File: config.mk
export PLATFORM = sky130hd
export DESIGN_NAME = bcd_seq_converter_flat
export DESIGN_NICKNAME = d
export VERILOG_FILES = /design/src/rtl/bcd_seq_converter_pkg.sv /design/src/rtl/bcd_seq_converter_if.sv /design/src/rtl/bcd_seq_converter_digit_adj.sv /design/src/rtl/bcd_seq_converter.sv /design/src/flat_wrapper.sv
export SDC_FILE = /design/constraint.sdc
export NUM_CORES = 1
export LEC_CHECK = 0
export CAP_MARGIN = 10
export CELL_PAD_IN_SITES_DETAIL_PLACEMENT = 2
export CELL_PAD_IN_SITES_GLOBAL_PLACEMENT = 2
export CORE_ASPECT_RATIO = 0.8
export CORE_MARGIN = 2
export CORE_UTILIZATION = 39
export CTS_BUF_LIST = sky130_fd_sc_hd__clkbuf_4 sky130_fd_sc_hd__clkbuf_8
export DETAILED_ROUTE_END_ITERATION = 6
export PLACE_DENSITY_LB_ADDON = 0.1
export SYNTH_ARGS = -nofsm -noshare
export SYNTH_HDL_FRONTEND = slang
export SYNTH_SLANG_ARGS = --single-unit
File: constraint.sdc
create_clock -name clk -period 3.45 [get_ports clk]
set_clock_uncertainty 0.15 [all_clocks]
set_input_delay 0.5175 -clock clk [delete_from_list [all_inputs] [get_ports clk]]
set_output_delay 0.5175 -clock clk [all_outputs]
set_load 0.01 [all_outputs]
File: src/rtl/bcd_seq_converter_pkg.sv
// bcd_pkg: shared types and helpers for the sequential binary-to-BCD converter.
//   state_t   : converter FSM states (IDLE, SHIFT)
//   BCD_NINE  : digit value used when saturating an out-of-range result
//   cnt_width : width of the bit counter, clog2(WIDTH+1), so it can hold WIDTH
package bcd_pkg;

    typedef enum logic {
        IDLE  = 1'b0,
        SHIFT = 1'b1
    } state_t;

    localparam logic [3:0] BCD_NINE = 4'h9;

    function automatic int cnt_width(input int width);
        return $clog2(width + 1);
    endfunction

endpackage

File: src/rtl/bcd_seq_converter_if.sv
// bcd_seq_converter_if: start/busy/done handshake and data bus of the converter.
//   start    : request a conversion (master -> slave)
//   binary   : WIDTH-bit unsigned value, captured when start is accepted
//   busy     : conversion in progress (slave -> master)
//   done     : one-cycle pulse, bcd/overflow valid from this cycle on
//   bcd      : DIGITS packed BCD digits, ones digit in [3:0]
//   overflow : value exceeded 10^DIGITS-1, bcd saturated to all nines
interface bcd_seq_converter_if #(
    parameter int WIDTH  = 6,
    parameter int DIGITS = 2
);
    logic                  start;
    logic [WIDTH-1:0]      binary;
    logic                  busy;
    logic                  done;
    logic [4*DIGITS-1:0]   bcd;
    logic                  overflow;

    modport master (output start, binary, input busy, done, bcd, overflow);
    modport slave  (input start, binary, output busy, done, bcd, overflow);
endinterface

File: src/rtl/bcd_seq_converter_digit_adj.sv
// bcd_digit_adj: double-dabble digit correction, adds 3 when the digit is >= 5
// so the following left shift carries correctly into the next decimal digit.
//   i_digit : scratch BCD digit
//   o_digit : corrected digit (4-bit, no carry out)
module bcd_digit_adj (
    input  logic [3:0] i_digit,
    output logic [3:0] o_digit
);
    assign o_digit = (i_digit >= 4'd5) ? i_digit + 4'd3 : i_digit;
endmodule

File: src/rtl/bcd_seq_converter.sv
// bcd_seq_converter: sequential binary-to-BCD converter, one input bit per clock
// (shift-and-add-3). Values above 10^DIGITS-1 saturate to all nines with overflow.
//   clk   : rising-edge clock
//   rst_n : asynchronous active-low reset
//   bus   : slave side of bcd_seq_converter_if (start/binary in,
//           busy/done/bcd/overflow out, all outputs registered)
module bcd_seq_converter
    import bcd_pkg::*;
#(
    parameter int WIDTH  = 6,
    parameter int DIGITS = 2
) (
    input  logic                  clk,
    input  logic                  rst_n,
    bcd_seq_converter_if.slave    bus
);
    localparam int CW = cnt_width(WIDTH);
    localparam int BW = 4 * DIGITS;

    if (WIDTH < 4 || WIDTH > 20 || DIGITS < 1 || DIGITS > 6) begin : g_bad_param
        $error("bcd_seq_converter: WIDTH must be 4..20 and DIGITS 1..6");
    end

    state_t          r_state;
    logic [CW-1:0]   r_cnt;
    logic [WIDTH-1:0] r_sr;
    logic [BW-1:0]   r_scr;
    logic            r_ovf_scr;
    logic            r_busy;
    logic            r_done;
    logic [BW-1:0]   r_bcd;
    logic            r_ovf;

    logic [BW-1:0]   w_adj;
    logic [BW-1:0]   w_scr_nxt;
    logic            w_ovf_nxt;

    for (genvar g = 0; g < DIGITS; g++) begin : g_dig
        bcd_digit_adj u_adj (
            .i_digit (r_scr[4*g +: 4]),
            .o_digit (w_adj[4*g +: 4])
        );
    end

    // {scratch, shift register} << 1; the bit falling off the top digit would
    // belong to digit DIGITS, so any 1 there means the value is out of range.
    assign w_scr_nxt = {w_adj[BW-2:0], r_sr[WIDTH-1]};
    assign w_ovf_nxt = r_ovf_scr | w_adj[BW-1];

    always_ff @(posedge clk or negedge rst_n) begin
        if (!rst_n) begin
            r_state   <= IDLE;
            r_cnt     <= '0;
            r_sr      <= '0;
            r_scr     <= '0;
            r_ovf_scr <= 1'b0;
            r_busy    <= 1'b0;
            r_done    <= 1'b0;
            r_bcd     <= '0;
            r_ovf     <= 1'b0;
        end else begin
            r_done <= 1'b0;
            case (r_state)
                IDLE: begin
                    if (bus.start) begin
                        r_sr      <= bus.binary;
                        r_scr     <= '0;
                        r_ovf_scr <= 1'b0;
                        r_cnt     <= CW'(WIDTH);
                        r_busy    <= 1'b1;
                        r_state   <= SHIFT;
                    end
                end
                SHIFT: begin
                    r_sr      <= {r_sr[WIDTH-2:0], 1'b0};
                    r_scr     <= w_scr_nxt;
                    r_ovf_scr <= w_ovf_nxt;
                    r_cnt     <= r_cnt - CW'(1);
                    // last input bit shifted in on this edge
                    if (r_cnt == CW'(1)) begin
                        r_bcd   <= w_ovf_nxt ? {DIGITS{BCD_NINE}} : w_scr_nxt;
                        r_ovf   <= w_ovf_nxt;
                        r_done  <= 1'b1;
                        r_busy  <= 1'b0;
                        r_state <= IDLE;
                    end
                end
                default: r_state <= IDLE;
            endcase
        end
    end

    assign bus.busy     = r_busy;
    assign bus.done     = r_done;
    assign bus.bcd      = r_bcd;
    assign bus.overflow = r_ovf;

endmodule

File: src/flat_wrapper.sv
// flat-port wrapper written by rule: the top's interface ports become plain ports
module bcd_seq_converter_flat import bcd_pkg::*;
#(
    parameter int WIDTH  = 6,
    parameter int DIGITS = 2
)
  (clk, rst_n, bus_start, bus_binary, bus_busy, bus_done, bus_bcd, bus_overflow);
  bcd_seq_converter_if #(.WIDTH(WIDTH), .DIGITS(DIGITS)) bus_i ();
  input  logic clk;
  input  logic rst_n;
  input wire logic [$bits(bus_i.start)-1:0] bus_start;
  input wire logic [$bits(bus_i.binary)-1:0] bus_binary;
  output wire logic [$bits(bus_i.busy)-1:0] bus_busy;
  output wire logic [$bits(bus_i.done)-1:0] bus_done;
  output wire logic [$bits(bus_i.bcd)-1:0] bus_bcd;
  output wire logic [$bits(bus_i.overflow)-1:0] bus_overflow;
  assign bus_i.start = bus_start;
  assign bus_i.binary = bus_binary;
  assign bus_busy = bus_i.busy;
  assign bus_done = bus_i.done;
  assign bus_bcd = bus_i.bcd;
  assign bus_overflow = bus_i.overflow;
  bcd_seq_converter #(.WIDTH(WIDTH), .DIGITS(DIGITS)) u_core (.clk(clk), .rst_n(rst_n), .bus(bus_i));
endmodule
Fig. 1: clock wiring as the flow saved it
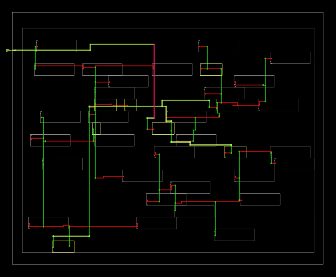
clock buffer instance count of the final layout: 7
clock insertion delay at the later pin of the skew report: 0.28 ns
flip-flop and latch count: 30
TritonCTS Buffers: 5

Fig. 2: clock network drawn from the DEF
The bar under the picture is 20 um long.
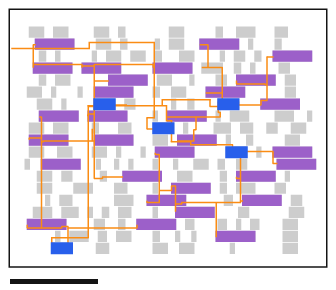
legend:
  cells driving clock nets:
    color: blue
    count: 5
  clock wires:
    color: orange
    length: 466 um
  flip-flops:
    color: purple
    count: 30
routed clock nets: 6
relative contribution of the clock network to total power: 17.4%
power attributed to the clock group: 304 uW

Fig. 3: M3 wires
Cells faint in the background.
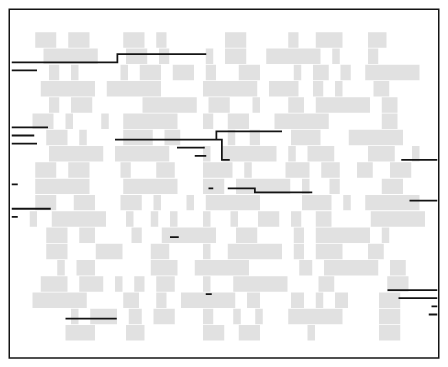
longest straight run: 17.7 um
nets with wire on the layer: 17
wire length on this layer: 150 um
met3 capacity usage during global routing: 7.65%
Detailed Route WL: 3570 um
via count of the routed design: 1,084

==> COMMIT_EDITMSG <==
Store results of the implementation flow

* Number of endpoints with negative hold slack in the final report: 0
- Final HPWL from detailed placement: ~2400 um
- Vias in the first global route: approximately 1.3k
* Floorplan Utilization: about 40%
- On the critical path the largest part of the delay comes from buffers and inverters.
- The detailed placer reported the number of placed instances as between 150 and 200.
- Worst setup slack after placement: roughly 1.1 ns
* Total cell area reported by yosys after synthesis: 0.00142 sq mm
* Most instantiated logic cells after routing: 30 x sky130_fd_sc_hd__dfrtp_1, 19 x sky130_fd_sc_hd__nand2_1, 19 x sky130_fd_sc_hd__clkdlybuf4s50_1
* Worst reg-to-reg path cell count: 5
* Switching Share: between 30% and 40%
- Endpoint class of the critical path: flip-flop
* Cell area reported after detailed placement: 0.00167 sq mm
- Reported leakage power: 0.803 nW
- After layout, the inverter instance count without clock inverters stands at 8.
* Adder Area Share: 5.27%
- Relative slew slack: between 50% and 60%
* Antenna Nets Post-Route: 0
* Yosys top cell by area: sky130_fd_sc_hd__dfrtp_1
* Highest-count logic cell in the final layout: sky130_fd_sc_hd__dfrtp_1
- Non-clock buffers in the final layout number 22.
- For flop-to-flop paths, the worst setup slack is roughly 1.5 ns.
- Floorplan net count: between 100 and 150
- Log Warnings: 29
* Outcome: finished, final reports clean
* Grt met2 use: between 30% and 40%
- Final routed wire length divided by cell count: 17.7 um
* Simple-gate share of the synthesized area: between 10% and 20%
- For this run, the total global-route usage over all layers was measured as about a fifth.
* Diode count: 0
* Flop and latch count out of synthesis: 30
- Routed wl met2: ~1800 um
- The detailed router reports a met3 wire length of around 150 um.
* GR Layer Usage met1: 23.3%
- Setup slack on the critical path of the routed design comes to ~1.3 ns.
- Sequential cell area share: a little over two fifths
- For this block, the initial DRC count from the detailed router was about 40.
Power and IR drop assume default switching activity.
